met3.png
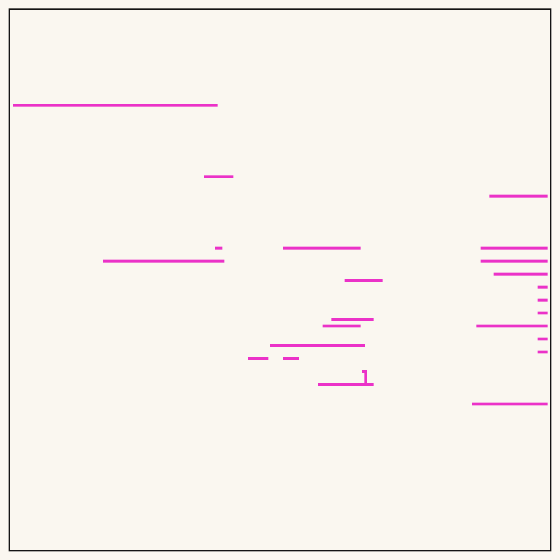
metal_stack.png
Bar = 20 um. Two of the layers only.
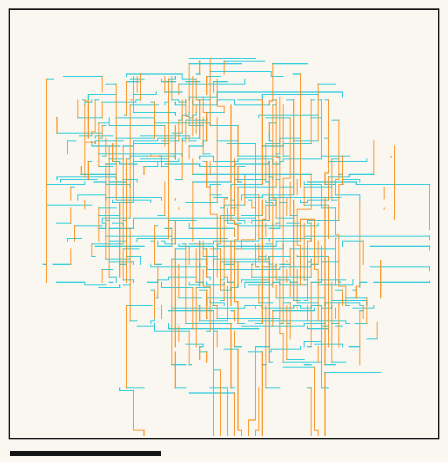
pdn.png
Bar = 20 um. Pins as bars on the die edge.
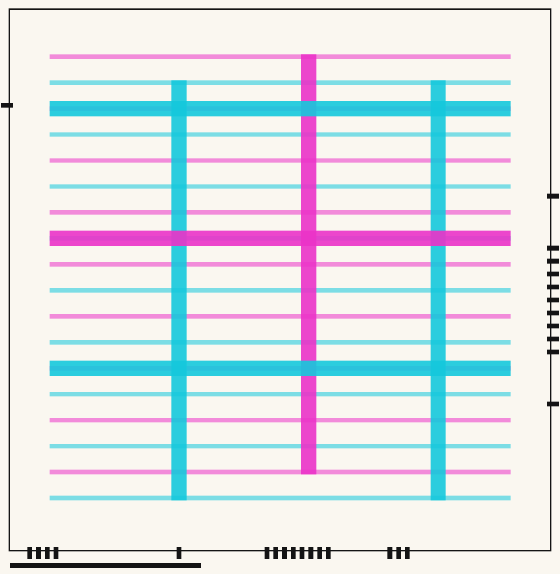
### src/rtl/cpu_control_fsm.sv
// Control sequencer for a small accumulator CPU. It walks fetch, decode,
// execute and write-back phases, issues the datapath strobes for each phase,
// and guards every memory access with a wait-cycle timeout that lands in ERROR.
module cpu_control_fsm #(
    parameter int WAIT_MAX = 15
) (
    input  logic       clk,
    input  logic       reset,
    input  logic [7:0] instr,
    input  logic       zero_flag,
    input  logic       mem_ready,
    output logic       mar_sel,
    output logic       mar_load,
    output logic       mem_rd,
    output logic       mem_wr,
    output logic       ir_load,
    output logic       pc_inc,
    output logic       pc_load,
    output logic       acc_load,
    output logic       out_load,
    output logic [1:0] alu_op,
    output logic       halted,
    output logic       bus_error,
    output logic [2:0] state
);

    typedef enum logic [2:0] {
        FETCH_A = 3'd0,
        FETCH_M = 3'd1,
        DECODE  = 3'd2,
        EXEC_A  = 3'd3,
        EXEC_M  = 3'd4,
        WB      = 3'd5,
        HALT    = 3'd6,
        ERROR   = 3'd7
    } state_t;

    localparam logic [3:0] OP_LDA = 4'h1;
    localparam logic [3:0] OP_ADD = 4'h2;
    localparam logic [3:0] OP_SUB = 4'h3;
    localparam logic [3:0] OP_STA = 4'h4;
    localparam logic [3:0] OP_LDI = 4'h5;
    localparam logic [3:0] OP_JMP = 4'h6;
    localparam logic [3:0] OP_JZ  = 4'h7;
    localparam logic [3:0] OP_OUT = 4'h8;
    localparam logic [3:0] OP_HLT = 4'hF;

    localparam logic [1:0] ALU_MEM = 2'b00;
    localparam logic [1:0] ALU_ADD = 2'b01;
    localparam logic [1:0] ALU_SUB = 2'b10;
    localparam logic [1:0] ALU_IMM = 2'b11;

    localparam logic [7:0] WAIT_LAST = 8'(WAIT_MAX - 1);

    state_t     cur_state;
    state_t     next_state;
    logic [7:0] wait_cnt;
    logic [7:0] wait_cnt_next;
    logic [3:0] opcode;
    logic       wait_timeout;
    logic       unused_operand_bits;

    // The operand nibble feeds the datapath directly; only the opcode steers control.
    assign opcode              = instr[7:4];
    assign unused_operand_bits = ^instr[3:0];
    assign wait_timeout        = (wait_cnt == WAIT_LAST) && !mem_ready;

    assign state     = cur_state;
    assign halted    = (cur_state == HALT);
    assign bus_error = (cur_state == ERROR);

    // State register and wait counter, both cleared by the synchronous reset.
    always_ff @(posedge clk) begin
        if (!reset) begin
            cur_state <= FETCH_A;
            wait_cnt  <= 8'd0;
        end else begin
            cur_state <= next_state;
            wait_cnt  <= wait_cnt_next;
        end
    end

    // Next-state, wait-counter and strobe decode; reset overrides every strobe.
    always_comb begin
        next_state    = cur_state;
        wait_cnt_next = wait_cnt;
        mar_sel       = 1'b0;
        mar_load      = 1'b0;
        mem_rd        = 1'b0;
        mem_wr        = 1'b0;
        ir_load       = 1'b0;
        pc_inc        = 1'b0;
        pc_load       = 1'b0;
        acc_load      = 1'b0;
        out_load      = 1'b0;
        alu_op        = ALU_MEM;

        case (cur_state)
            FETCH_A: begin
                mar_load      = 1'b1;
                wait_cnt_next = 8'd0;
                next_state    = FETCH_M;
            end
            FETCH_M: begin
                mem_rd = 1'b1;
                if (mem_ready) begin
                    ir_load    = 1'b1;
                    pc_inc     = 1'b1;
                    next_state = DECODE;
                end else if (wait_timeout) begin
                    next_state = ERROR;
                end else begin
                    wait_cnt_next = wait_cnt + 8'd1;
                end
            end
            DECODE: begin
                next_state = FETCH_A;
                case (opcode)
                    OP_LDI: begin
                        acc_load = 1'b1;
                        alu_op   = ALU_IMM;
                    end
                    OP_JMP:  pc_load  = 1'b1;
                    OP_JZ:   pc_load  = zero_flag;
                    OP_OUT:  out_load = 1'b1;
                    OP_HLT:  next_state = HALT;
                    OP_LDA, OP_ADD, OP_SUB, OP_STA: next_state = EXEC_A;
                    default: next_state = FETCH_A;
                endcase
            end
            EXEC_A: begin
                mar_sel       = 1'b1;
                mar_load      = 1'b1;
                wait_cnt_next = 8'd0;
                next_state    = EXEC_M;
            end
            EXEC_M: begin
                if (opcode == OP_STA) begin
                    mem_wr = 1'b1;
                end else begin
                    mem_rd = 1'b1;
                end
                if (mem_ready) begin
                    next_state = (opcode == OP_STA) ? FETCH_A : WB;
                end else if (wait_timeout) begin
                    next_state = ERROR;
                end else begin
                    wait_cnt_next = wait_cnt + 8'd1;
                end
            end
            WB: begin
                acc_load   = 1'b1;
                next_state = FETCH_A;
                case (opcode)
                    OP_ADD:  alu_op = ALU_ADD;
                    OP_SUB:  alu_op = ALU_SUB;
                    default: alu_op = ALU_MEM;
                endcase
            end
            HALT:    next_state = HALT;
            ERROR:   next_state = ERROR;
            default: next_state = ERROR;
        endcase

        if (!reset) begin
            mar_sel  = 1'b0;
            mar_load = 1'b0;
            mem_rd   = 1'b0;
            mem_wr   = 1'b0;
            ir_load  = 1'b0;
            pc_inc   = 1'b0;
            pc_load  = 1'b0;
            acc_load = 1'b0;
            out_load = 1'b0;
            alu_op   = ALU_MEM;
        end
    end

endmodule

### config.mk
export PLATFORM = sky130hd
export DESIGN_NAME = cpu_control_fsm
export DESIGN_NICKNAME = d
export VERILOG_FILES = /design/src/rtl/cpu_control_fsm.sv
export SDC_FILE = /design/constraint.sdc
export NUM_CORES = 1
export LEC_CHECK = 0
export CAP_MARGIN = 10
export CORE_MARGIN = 4
export CORE_UTILIZATION = 40
export DETAILED_ROUTE_END_ITERATION = 10
export PLACE_DENSITY = 0.7
export SYNTH_ARGS = -nofsm -noshare
export SYNTH_HDL_FRONTEND = slang
export SYNTH_SLANG_ARGS = --single-unit
export TNS_END_PERCENT = 30
### constraint.sdc
create_clock -name clk -period 2.14 [get_ports clk]
set_clock_uncertainty 0.1 [all_clocks]
set_input_delay 0.428 -clock clk [delete_from_list [all_inputs] [get_ports clk]]
set_output_delay 0.428 -clock clk [all_outputs]
set_load 0.01 [all_outputs]
==> qor.csv <==
stage;metric;value;unit
outcome;run_status;finished, final reports clean;
clocking;clockRootBuffer;clkbuf_4;
floorplanning;dieHeight;56.6;um
global_route;use_met3;3.45;%
clocking;numClockSinks;11;
logic_synthesis;simple_gate_share_of_the_synthesized_area;33.2;%
power;ir_worst_vdd;0.372;mV
clocking;cts-buffers-inserted;3;
placed_design;gpl.final_weighted_congestion;0.831;
logic_synthesis;edf_count;0;
logic_synthesis;yosys.stat.chipArea;943;um^2
clocking;cts-htree-levels;1;
clocking;clkSlewWorstSetupHoldPaths;0.07;ns
cells_and_area;layout-drive-gt1-share;25.9;%
worst_setup_path;cp_slowest_stage_delay;0.48;ns
logic_synthesis;synth_nets;144;
cells_and_area;top_register;wait_cnt;
placed_design;placement.setup.worst_slack;-0.622;ns
timing;finalMaxSlewViolations;0;
route;remaining_drc_errors;0;
timing;setup-violations-final;0;
route;first_pass_iters;4;
logic_synthesis;ys_seq_share;23.3;%
logic_synthesis;post_synth_xor_area_fraction;2.79;%
timing;post-route-worst-setup-slack;0.0755;ns
route;initialDrtViolationCount;26;
global_route;top_usage_layer;met2;
route;ant_nets;0;
timing;final_hold_viol_count;0;
flow_run;maxCapViolCount;0;
logic_synthesis;syn_area_per_cell;7.26;um^2
cells_and_area;area.growth.synth_to_final;40.6;%
Notes on met3.png above:
longest straight run	21.2 um
nets with wire on the layer	21
share of all routed wire	4.4%

Notes on metal_stack.png above:
layer	color	wire length
met2	orange	1340 um
met1	cyan	1200 um

Notes on pdn.png above:
net	color
VSS	cyan
VDD	magenta
signal pins	28
met5 straps	3
rows	17

==> repair_timing <==
action / 4_1_cts / 5_1_grt
setup endpoints to repair: 13 / 8
pin swaps: 4 / 0
resized: 37 / 16
==> cells in the mapped netlist, types with 2 or more instances <==
library cell	instances	share of area [%]
o2111ai_1	2	1.9
nor2b_1	2	1.3
a2111o_1	3	3.6
and3_1	8	5.3
a21oi_1	4	2.1
nor4_1	4	2.7
nor3_1	3	1.6
nand2b_1	6	4.0
mux2i_1	3	3.2
and2_1	2	1.3
nor2_1	11	4.4
nand2_1	13	5.2
nand3_1	7	3.7
dfxtp_1	11	23
clkbuf_1	6	2.4
nand4_1	2	1.3
ha_1	2	2.7
xnor2_1	3	2.8
a31oi_1	2	1.3
inv_1	7	2.8
buf_6	2	2.4
o21ai_0	10	5.3
==> power groups by stage <==
stage	registers, uW	clock network [uW]	logic (uW)
2_1_floorplan	221	0	83.1
3_3_place_gp	220	0	154
3_5_place_dp	221	0	158
4_1_cts	216	147	154
5_1_grt	217	159	172
6_report	217	140	157
==> worst max-delay path, delay by kind of cell <==
kind                   cells  cell delay (ns)
buffers and inverters      4             0.82
AND/OR/NAND/NOR            2             0.28
==> layout make-up <==
| cell class | instances | area [um^2] |
|---|---|---|
| Fill cell | 223 | 907 |
| Multi-Input combinational cell | 103 | 678 |
| Timing Repair Buffer | 45 | 340 |
| Sequential cell | 11 | 220 |
| Tap cell | 28 | 35.0 |
| Clock buffer | 4 | 26.3 |
| Inverter | 7 | 26.3 |
==> routing by layer <==
layer  share of wire [%]  vias to the layer above  routed length, um
met5                   0                        -                  0
met4                0.52                        0                 14
met3                 4.4                        2                118
met2                  50                       33               1340
met1                  45                      510               1200
li1                    -                      559                  -
Power figures rest on the tool's default switching activity, not on a simulated workload.
